<file path="src/rtl/pwm_pkg.sv">
// Shared types and defaults for the PWM ramp controller and its prescaler.
package pwm_pkg;

  typedef enum logic [1:0] {
    IDLE = 2'd0,
    UP   = 2'd1,
    DOWN = 2'd2
  } pwm_state_e;

  localparam int STEP_DEF   = 1;
  localparam int RATE_W_DEF = 4;
  localparam int CTRL_W     = 8;

endpackage

</file>
<file path="src/rtl/pwm_ramp_ctrl_if.sv">
// Control-side bundle of the ramp controller, plus a debug view of the FSM state.
interface pwm_ramp_if
  import pwm_pkg::*;
#(
  parameter int RATE_W = RATE_W_DEF
);
  // No ready/valid pair: load is a single-cycle strobe that is always accepted
  // (it captures target on that edge), and done is a single-cycle pulse.
  logic                ena;
  logic [CTRL_W-1:0]   target;
  logic                load;
  logic [RATE_W-1:0]   rate;
  logic                hold;
  logic [CTRL_W-1:0]   control;
  logic                busy;
  logic                done;
  pwm_state_e          state;

  modport master (
    output ena, target, load, rate, hold,
    input  control, busy, done, state
  );

  modport slave (
    input  ena, target, load, rate, hold,
    output control, busy, done, state
  );

endinterface

</file>
<file path="src/rtl/ramp_tick_gen.sv">
// Ramp prescaler: emits one tick every 2^rate enabled cycles.
module ramp_tick_gen
  import pwm_pkg::*;
#(
  parameter int RATE_W = RATE_W_DEF
) (
  input  logic              clk,
  input  logic              rst_n,
  input  logic              clr,
  input  logic              en,
  input  logic [RATE_W-1:0] rate,
  output logic              tick
);

  // Wide enough for the longest period, 2^(2^RATE_W - 1) cycles.
  localparam int CNT_W = (1 << RATE_W) - 1;

  logic [CNT_W-1:0] cnt_q, cnt_d;
  logic [CNT_W-1:0] mask;

  assign mask = {CNT_W{1'b1}} >> (RATE_W'(CNT_W) - rate);
  assign tick = en & (cnt_q == mask);

  always_comb begin
    cnt_d = cnt_q;
    if (clr) begin
      cnt_d = '0;
    end else if (en) begin
      cnt_d = tick ? '0 : cnt_q + 1'b1;
    end
  end

  always_ff @(posedge clk or negedge rst_n) begin
    if (!rst_n) begin
      cnt_q <= '0;
    end else begin
      cnt_q <= cnt_d;
    end
  end

endmodule

</file>
<file path="src/rtl/pwm_ramp_ctrl.sv">
// Ramps an 8-bit PWM control word toward a loaded target by STEP per prescaler tick.
module pwm_ramp_ctrl
  import pwm_pkg::*;
#(
  parameter int STEP   = STEP_DEF,
  parameter int RATE_W = RATE_W_DEF
) (
  input  logic     clk,
  input  logic     rst_n,
  pwm_ramp_if.slave bus
);

  pwm_state_e        state_q, state_d;
  logic [CTRL_W-1:0] tgt_q, tgt_d;
  logic [CTRL_W-1:0] control_q, control_d;
  logic              eval_q, eval_d;
  logic              done_q, done_d;

  logic              frozen;
  logic              tick;
  logic              ps_clr;
  logic              ps_en;
  logic [CTRL_W:0]   up_sum;
  logic [CTRL_W:0]   dn_diff;

  assign frozen = bus.hold | ~bus.ena;
  assign ps_en  = (state_q != IDLE) & ~frozen;
  assign ps_clr = bus.load | (eval_q & ~frozen);

  ramp_tick_gen #(.RATE_W(RATE_W)) u_tick (
    .clk   (clk),
    .rst_n (rst_n),
    .clr   (ps_clr),
    .en    (ps_en),
    .rate  (bus.rate),
    .tick  (tick)
  );

  // Ninth bit catches carry on the way up and borrow on the way down.
  assign up_sum  = {1'b0, control_q} + 9'(STEP);
  assign dn_diff = {1'b0, control_q} - 9'(STEP);

  always_comb begin
    state_d   = state_q;
    tgt_d     = tgt_q;
    control_d = control_q;
    eval_d    = eval_q;
    done_d    = 1'b0;
    if (bus.load) begin
      // A load always wins: capture now, pick a direction on the next live edge.
      tgt_d  = bus.target;
      eval_d = 1'b1;
    end else if (!frozen) begin
      if (eval_q) begin
        eval_d = 1'b0;
        if (tgt_q > control_q) begin
          state_d = UP;
        end else if (tgt_q < control_q) begin
          state_d = DOWN;
        end else begin
          state_d = IDLE;
          done_d  = 1'b1;
        end
      end else if (tick) begin
        case (state_q)
          UP: begin
            if (up_sum >= {1'b0, tgt_q}) begin
              control_d = tgt_q;
              state_d   = IDLE;
              done_d    = 1'b1;
            end else begin
              control_d = up_sum[CTRL_W-1:0];
            end
          end
          DOWN: begin
            if (dn_diff[CTRL_W] || (dn_diff[CTRL_W-1:0] <= tgt_q)) begin
              control_d = tgt_q;
              state_d   = IDLE;
              done_d    = 1'b1;
            end else begin
              control_d = dn_diff[CTRL_W-1:0];
            end
          end
          default: ;
        endcase
      end
    end
  end

  always_ff @(posedge clk or negedge rst_n) begin
    if (!rst_n) begin
      state_q   <= IDLE;
      tgt_q     <= '0;
      control_q <= '0;
      eval_q    <= 1'b0;
      done_q    <= 1'b0;
    end else begin
      state_q   <= state_d;
      tgt_q     <= tgt_d;
      control_q <= control_d;
      eval_q    <= eval_d;
      done_q    <= done_d;
    end
  end

  assign bus.control = control_q;
  assign bus.busy    = (state_q != IDLE);
  assign bus.done    = done_q;
  assign bus.state   = state_q;

endmodule
</file>
<file path="src/flat_wrapper.sv">
// flat-port wrapper written by rule: the top's interface ports become plain ports
module pwm_ramp_ctrl_flat import pwm_pkg::*;
#(
  parameter int STEP   = STEP_DEF,
  parameter int RATE_W = RATE_W_DEF
)
  (clk, rst_n, bus_ena, bus_target, bus_load, bus_rate, bus_hold, bus_control, bus_busy, bus_done, bus_state);
  pwm_ramp_if #(.RATE_W(RATE_W)) bus_i ();
  input  logic clk;
  input  logic rst_n;
  input wire logic [$bits(bus_i.ena)-1:0] bus_ena;
  input wire logic [$bits(bus_i.target)-1:0] bus_target;
  input wire logic [$bits(bus_i.load)-1:0] bus_load;
  input wire logic [$bits(bus_i.rate)-1:0] bus_rate;
  input wire logic [$bits(bus_i.hold)-1:0] bus_hold;
  output wire logic [$bits(bus_i.control)-1:0] bus_control;
  output wire logic [$bits(bus_i.busy)-1:0] bus_busy;
  output wire logic [$bits(bus_i.done)-1:0] bus_done;
  output wire logic [$bits(bus_i.state)-1:0] bus_state;
  assign bus_i.ena = bus_ena;
  assign bus_i.target = bus_target;
  assign bus_i.load = bus_load;
  assign bus_i.rate = bus_rate;
  assign bus_i.hold = bus_hold;
  assign bus_control = bus_i.control;
  assign bus_busy = bus_i.busy;
  assign bus_done = bus_i.done;
  assign bus_state = bus_i.state;
  pwm_ramp_ctrl #(.STEP(STEP), .RATE_W(RATE_W)) u_core (.clk(clk), .rst_n(rst_n), .bus(bus_i));
endmodule
</file>
<file path="config.mk">
export PLATFORM = sky130hd
export DESIGN_NAME = pwm_ramp_ctrl_flat
export DESIGN_NICKNAME = d
export VERILOG_FILES = /design/src/rtl/pwm_pkg.sv /design/src/rtl/pwm_ramp_ctrl_if.sv /design/src/rtl/ramp_tick_gen.sv /design/src/rtl/pwm_ramp_ctrl.sv /design/src/flat_wrapper.sv
export SDC_FILE = /design/constraint.sdc
export NUM_CORES = 1
export LEC_CHECK = 0
export CORE_MARGIN = 2
export CORE_UTILIZATION = 49
export CTS_CLUSTER_SIZE = 28
export DETAILED_ROUTE_END_ITERATION = 12
export PLACE_DENSITY = 0.7
export SETUP_SLACK_MARGIN = 0.05
export SYNTH_ARGS = -nofsm -noshare
export SYNTH_HDL_FRONTEND = slang
export SYNTH_SLANG_ARGS = --single-unit
</file>
<file path="constraint.sdc">
create_clock -name clk -period 6.15 [get_ports clk]
set_clock_uncertainty 0.15 [all_clocks]
set_input_delay 1.845 -clock clk [delete_from_list [all_inputs] [get_ports clk]]
set_output_delay 1.845 -clock clk [all_outputs]
set_load 0.005 [all_outputs]
</file>
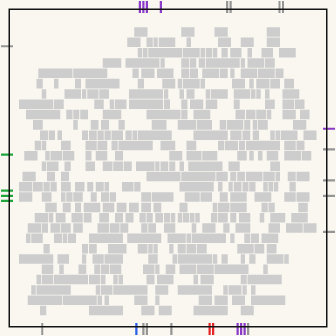
*Pin map, run 1*
Pins as bars across the die edge, other pins in grey.
| port | colour | pins | direction | edge |
|---|---|---|---|---|
| `bus_state` | red | 2 | output | south |
| `bus_ena` | blue | 1 | input | south |
| `bus_rate` | green | 4 | input | west |
| `bus_target` | purple | 8 | input | 4 north, 3 south, 1 east |
all pins by edge: 11 south, 8 north, 5 east, 5 west
horizontal die dimension: 83.3 µm
die height: 83.3 µm

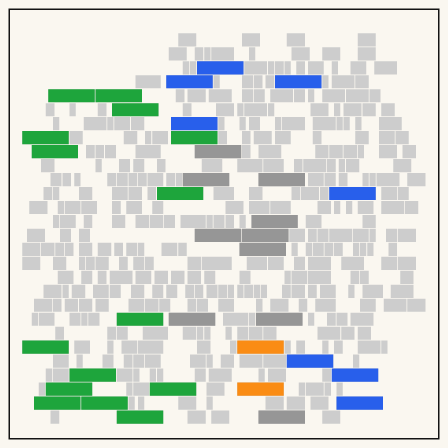
*Sequential cells coloured by netlist name, run 1*
| netlist name | colour | flops |
|---|---|---|
| `u_core.tgt_q` | blue | 8 |
| `u_core.u_tick.cnt_q` | green | 15 |
| `u_core.bus.state` | orange | 2 |

==> run summary, run 1 <==
Group with the largest share of power: sequential cells
Final non-filler cell area: 3480 µm²
Detail Placement HPWL: 5.39 mm
Number of iterations in the first detailed-routing pass: 4
Register with the highest flop count: u_core.u_tick.cnt_q
Area growth from synthesis to layout: 13.0%
Met2 routing resource usage after global routing: 37.4%
Cells after synthesis: 369
Fraction of layout instances using a drive strength above 1: 6.44%
Clock Network Area Fraction: 2.87%
Iter 0 DRT Violations: 165
Number of max-slew violations in the final report: 0
Critical path required time: 6180 ps
Root buffer selected by CTS: clkbuf_8
Post-layout net count: 433
Launch point of the worst reg-to-reg path: u_core.bus.control[0]
Gate power share: 25.8%
Cell family contributing the most delay on the critical path: simple AND/OR/NAND/NOR gates
VDD IR max: 0.000100 V
Worst Hold Margin: 422 ps
Count of library flops with an enable pin: 0
Cell Chain, Critical Path: clkdlybuf4s50_1 -> o21a_1 -> o32ai_1 -> a21oi_1 -> or4_1 -> nor3_4 -> mux2_2
Yosys adder share: 11.8%
Setup repair after global routing missed its margin: no
Fraction of area in multi-input gates: 58.3%
Comb group: 151 µW
Most common logic cell in the routed design: nand2_1
TritonCTS Sinks: 35
Global Route met1 Usage: 28.8%
Startpoint of the worst setup timing path: bus_rate[2]
Hold violation count in the final report: 0
Status: finished, final reports clean
Number of flip-flops under the largest register name: 15
Ys flop type: dfrtp_1
Timing endpoint of the critical path: u_core.bus.control[2]
Setup crit start kind: input pin
Final cell count without fillers: 463
Hold-fix buffer count after cts: 0
Sequential area share after synthesis: 28.4%
Dominant combinational cell family by area after synthesis: simple AND/OR/NAND/NOR gates
Commonest non-fill, non-tap cells in the layout: nand2_1 (37), dfrtp_1 (35), ha_1 (29)
Core Rows: 28
Final design utilization: 58.2%
CTS Buffer Depth: 2
Upper clock frequency limit: 0.213 GHz
Wire length on met2: 3.64 mm
Clock Pin Slew Worst Setup and Hold Paths: 70 ps
Worst-Skew Late Latency: 290 ps
Setup violations, final: 0
Overall Global Routing Usage: 21.8%
Most frequently used cell type in the post-synthesis netlist: nand2_1
Critical Path Sink Type: register
Highest metal used: met4
Setup_tns: 0 ps
Simple-gate share of the synthesized area: 24.6%
Top cells by area: dfrtp_1 (28%), ha_1 (12%), nand2_1 (4.5%)
Total clock buffers created by CTS: 5
Post-synthesis async set-or-reset flop share: 100%
Number of nets at floorplan: 415
Design Power: 584 µW
Class of the worst hold path: reg2reg
DIE AREA: 6940 µm²
MaxCap Viol Count: 0
Start point of the worst hold path: u_core.tgt_q[0]
Cell area after synthesis: 3080 µm²
Net switching power of the design: 179 µW
# IOs: 29
Count of H-tree levels built during CTS: 2
Invs w/o clock: 27
Yosys-reported design area after synthesis: 3080 µm²
Pin count of the biggest net entering global routing: 36
RD Place Congestion: 0.923
Post-synthesis xor/xnor area fraction: 6.25%
Signal arrival time at the worst endpoint: 4720 ps
Tap cells: 75
Crit path time final: 4690 ps
Total grt overflow: 0
Number of nets with antenna violations after routing: 0
Part of the total power dissipated in sequential elements: 42.1%
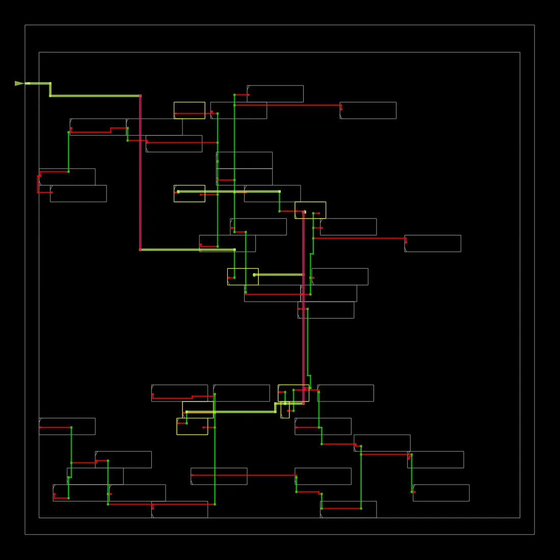
*The clock network, run 1*
number of flip-flops and latches: 35
power in the clock group: 187 µW

### Wiring by layer, run 1

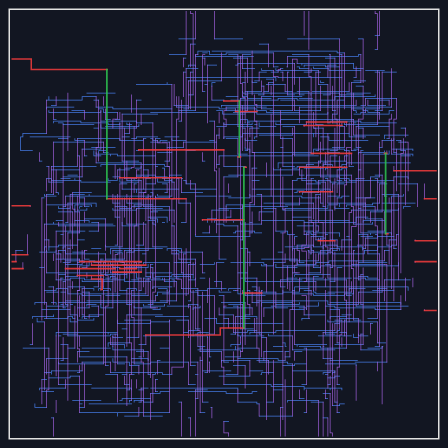

==> run 2: changes to the inputs <==
==> constraint.sdc (replaced) <==
create_clock -name clk -period 4.69 [get_ports clk]
set_clock_uncertainty 0.15 [all_clocks]
set_input_delay 1.407 -clock clk [delete_from_list [all_inputs] [get_ports clk]]
set_output_delay 1.407 -clock clk [all_outputs]
set_load 0.005 [all_outputs]
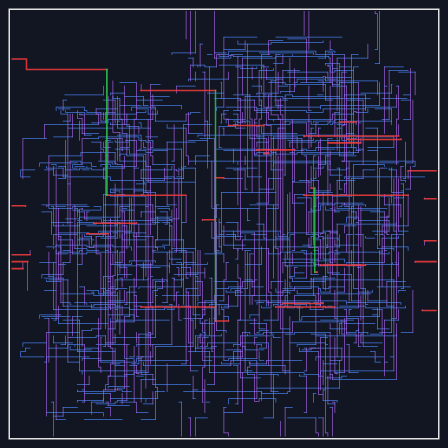
*Wiring by layer, run 2*
| layer | colour | wire length |
|---|---|---|
| M4 | green | 85.7 µm |
| M3 | red | 215 µm |
| M1 | blue | 3230 µm |
| M2 | purple | 3690 µm |
total number of vias: 2760
WL per Instance: 15.4 µm
Overall Global Routing Usage: 21.8%

==> run 2 against run 1 <==
  * Worst setup slack worse by 830 ps
  * First-iteration DRC count fell by 13%
  * Register-to-register slack worse by 1400 ps
  * Wire length hardly changed
  * Synthesized area stayed put
  * Sequential cell count unchanged
  * Utilization rose by 0.75 points
  * Critical path depth increased by 1
  * Cell area grew 1.3%
  * Critical endpoint is now u_core.bus.control[3]
  * Largest cell class unchanged
==> run summary, run 2 <==
Timing endpoint of the critical path: u_core.bus.control[3]
Core Rows: 28 (unchanged)
Register with the highest flop count: u_core.u_tick.cnt_q
Group with the largest share of power: sequential cells
Critical Path Sink Type: register
Hold-fix buffer count after cts: 0 (unchanged)
Setup crit start kind: input pin
Number of flip-flops and latches: 35 (unchanged)
List of most frequent post-synthesis cells: nand2_1 (37), dfrtp_1 (35), ha_1 (29)
DIE AREA: 6940 µm² (unchanged)
Final design utilization: 58.9% (+0.75 points)
Post-synthesis async set-or-reset flop share: 100% (unchanged)
Dominant combinational cell family by area after synthesis: simple AND/OR/NAND/NOR gates
Most frequently used cell type in the post-synthesis netlist: nand2_1
Worst-Skew Late Latency: 290 ps (about the same)
Invs w/o clock: 27 (unchanged)
Fraction of area in multi-input gates: 57.5% (-0.74 points)
Horizontal die dimension: 83.3 µm (unchanged)
Upper clock frequency limit: 0.246 GHz
Number of different library cells in the post-synthesis netlist: 53
Hold violation count in the final report: 0 (unchanged)
Area growth from synthesis to layout: 14.4%
Share of synthesized cell area in and-or and or-and compound cells: 18.4%
PD cells: 218 nW/µm²
Power in the clock group: 245 µW (+31%)
Worst setup slack before clock tree synthesis: 337 ps
Launch point of the worst reg-to-reg path: u_core.bus.control[1]
Signal arrival time at the worst endpoint: 4090 ps (-630 ps)
Global Route met1 Usage: 28.1% (-0.73 points)
Length of routed met3 wiring: 214 µm
Tap cells: 75 (unchanged)
Wire length on met2: 3.69 mm (+1.3%)
Worst Hold Margin: 418 ps (-4.33 ps)
Synth warn: 0
Part of the total power dissipated in sequential elements: 42.0% (about the same)
Setup violations, final: 0 (unchanged)
Count of H-tree levels built during CTS: 2 (unchanged)
Final non-filler cell area: 3530 µm² (+1.3%)
Number of nets with antenna violations after routing: 0 (unchanged)
Iter 0 DRT Violations: 144 (-13%)
Comb group: 201 µW (+33%)
Dpl cells: 461
Area fraction in mux cells: 4.87%
Number of max-slew violations in the final report: 0 (unchanged)
Buffer and inverter count on the worst path: 2
Max stage delay cell, worst path: or4_1
Cell area after synthesis: 3080 µm² (unchanged)
Cells after synthesis: 369 (unchanged)
Design Power: 769 µW (+32%)
Root buffer selected by CTS: clkbuf_8
Critical path required time: 4720 ps (-1460 ps)
Yosys adder share: 11.8% (unchanged)
Number of nets at floorplan: 415 (unchanged)
Most Crowded Layer GR: met2
Met2 routing resource usage after global routing: 38.5% (+1.1 points)
Number of flip-flops under the largest register name: 15 (unchanged)
RD Place Congestion: 0.925 (+0.21%)
Post-layout net count: 439 (+1.4%)
Highest metal used: met4
Class of the worst hold path: reg2reg
CTS Buffer Depth: 2 (unchanged)
Final cell count without fillers: 469 (+1.3%)
Status: finished, final reports clean
Sequential area share after synthesis: 28.4% (unchanged)
Cell family contributing the most delay on the critical path: simple AND/OR/NAND/NOR gates
Detail Placement HPWL: 5.54 mm (+2.7%)
Flip-flop and latch area: 876 µm²
Start point of the worst hold path: u_core.tgt_q[0]
Fraction of layout instances using a drive strength above 1: 7.87% (+1.4 points)
Clock Network Area Fraction: 2.84% (-0.037 points)
Pin count of the biggest net entering global routing: 36 (unchanged)
Total clock buffers created by CTS: 5 (unchanged)
VDD IR max: 0.000113 V (+13%)
Cell Chain, Critical Path: clkdlybuf4s50_1 -> buf_4 -> nand4b_1 -> o32ai_1 -> a21oi_1 -> or4_1 -> nor3_4 -> mux2_2
Startpoint of the worst setup timing path: bus_rate[1]
# IOs: 29 (unchanged)
Setup_tns: 0 ps (unchanged)
Ys flop type: dfrtp_1
Most common logic cell in the routed design: nand2_1
Simple-gate share of the synthesized area: 24.6% (unchanged)
Setup repair after global routing missed its margin: no
TritonCTS Sinks: 35 (unchanged)
Placeable core region: 5990 µm²
Top cells by area: dfrtp_1 (28%), ha_1 (12%), nand2_1 (4.5%)
MaxCap Viol Count: 0 (unchanged)
Yosys-reported design area after synthesis: 3080 µm² (unchanged)
Post-synthesis xor/xnor area fraction: 6.25% (unchanged)
Gate power share: 26.1% (+0.3 points)
Total routed wire length on the met1 layer: 3.23 mm
Total grt overflow: 0 (unchanged)
Crit path time final: 4060 ps
Commonest non-fill, non-tap cells in the layout: nand2_1 (37), dfrtp_1 (35), ha_1 (29)
Die height: 83.3 µm (unchanged)
Clock Pin Slew Worst Setup and Hold Paths: 80 ps (about the same)
Number of iterations in the first detailed-routing pass: 4 (unchanged)
Net switching power of the design: 235 µW (+31%)
Count of library flops with an enable pin: 0 (unchanged)
==> run 3: changes to the inputs <==
--- a/config.mk
+++ b/config.mk
@@ -7,6 +7,7 @@
 export LEC_CHECK = 0
 export CORE_MARGIN = 2
 export CORE_UTILIZATION = 49
+export CTS_CLUSTER_DIAMETER = 60
 export CTS_CLUSTER_SIZE = 28
 export DETAILED_ROUTE_END_ITERATION = 12
 export PLACE_DENSITY = 0.7
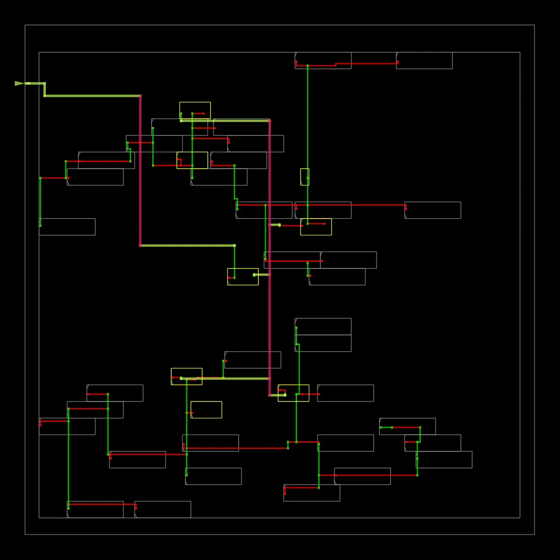
*The clock network, run 3*
power in the clock group: 245 µW
TritonCTS Sinks: 35
final-layout clock buffer total: 8
Worst-Skew Late Latency: 290 ps
total clock buffers created by CTS: 5

==> run 3 against run 2 <==
  * Wire length unchanged
  * Sequential cell count unchanged
  * Critical path depth unchanged
  * Non-clock buffer count unchanged
==> run summary, run 3 <==
VDD IR max: 0.000113 V (unchanged)
Number of flip-flops under the largest register name: 15 (unchanged)
Placeable core region: 5990 µm² (unchanged)
Setup repair after global routing missed its margin: no
Class of the worst hold path: reg2reg
Dominant combinational cell family by area after synthesis: simple AND/OR/NAND/NOR gates
Wire length on met2: 3.69 mm (unchanged)
Synth warn: 0 (unchanged)
List of most frequent post-synthesis cells: nand2_1 (37), dfrtp_1 (35), ha_1 (29)
Net switching power of the design: 235 µW (unchanged)
Number of different library cells in the post-synthesis netlist: 53 (unchanged)
MaxCap Viol Count: 0 (unchanged)
Count of H-tree levels built during CTS: 2 (unchanged)
Number of iterations in the first detailed-routing pass: 4 (unchanged)
Buffer and inverter count on the worst path: 2 (unchanged)
Highest metal used: met4
Setup crit start kind: input pin
WL per Instance: 15.4 µm (unchanged)
Sequential area share after synthesis: 28.4% (unchanged)
Group with the largest share of power: sequential cells
Ys flop type: dfrtp_1
Fraction of area in multi-input gates: 57.5% (unchanged)
Upper clock frequency limit: 0.246 GHz (unchanged)
Flip-flop and latch area: 876 µm² (unchanged)
Share of synthesized cell area in and-or and or-and compound cells: 18.4% (unchanged)
Pin count of the biggest net entering global routing: 36 (unchanged)
Design Power: 769 µW (unchanged)
Cell family contributing the most delay on the critical path: simple AND/OR/NAND/NOR gates
CTS Buffer Depth: 2 (unchanged)
Setup violations, final: 0 (unchanged)
Cell area after synthesis: 3080 µm² (unchanged)
RD Place Congestion: 0.925 (unchanged)
Core Rows: 28 (unchanged)
Start point of the worst hold path: u_core.tgt_q[0]
Critical Path Sink Type: register
Most frequently used cell type in the post-synthesis netlist: nand2_1
Number of nets with antenna violations after routing: 0 (unchanged)
Worst Hold Margin: 418 ps (unchanged)
Total routed wirelength: 7.22 mm
Max stage delay cell, worst path: or4_1
Number of max-slew violations in the final report: 0 (unchanged)
Status: finished, final reports clean
Final cell count without fillers: 469 (unchanged)
Detail Placement HPWL: 5.54 mm (unchanged)
Gate power share: 26.1% (about the same)
Number of flip-flops and latches: 35 (unchanged)
Length of routed met3 wiring: 214 µm (unchanged)
Setup_tns: 0 ps (unchanged)
Clock Pin Slew Worst Setup and Hold Paths: 80 ps (about the same)
DIE AREA: 6940 µm² (unchanged)
Count of library flops with an enable pin: 0 (unchanged)
Area fraction in mux cells: 4.87% (unchanged)
Comb group: 201 µW (about the same)
Total number of vias: 2760 (unchanged)
Post-synthesis async set-or-reset flop share: 100% (unchanged)
Final design utilization: 58.9% (unchanged)
Post-synthesis xor/xnor area fraction: 6.25% (unchanged)
Worst setup slack before clock tree synthesis: 337 ps (unchanged)
Global Route met1 Usage: 28.1% (unchanged)
Cell Chain, Critical Path: clkdlybuf4s50_1 -> buf_4 -> nand4b_1 -> o32ai_1 -> a21oi_1 -> or4_1 -> nor3_4 -> mux2_2
Total routed wire length on the met1 layer: 3.23 mm (unchanged)
Fraction of layout instances using a drive strength above 1: 7.87% (unchanged)
Timing endpoint of the critical path: u_core.bus.control[3]
PD cells: 218 nW/µm² (unchanged)
# IOs: 29 (unchanged)
Yosys-reported design area after synthesis: 3080 µm² (unchanged)
Startpoint of the worst setup timing path: bus_rate[1]
Simple-gate share of the synthesized area: 24.6% (unchanged)
Final non-filler cell area: 3530 µm² (unchanged)
Tap cells: 75 (unchanged)
Invs w/o clock: 27 (unchanged)
Hold violation count in the final report: 0 (unchanged)
Clock Network Area Fraction: 2.84% (unchanged)
Area growth from synthesis to layout: 14.4% (unchanged)
Root buffer selected by CTS: clkbuf_8
Met2 routing resource usage after global routing: 38.5% (unchanged)
Number of nets at floorplan: 415 (unchanged)
No activity file was given, so power comes from the tool's default toggle rates.
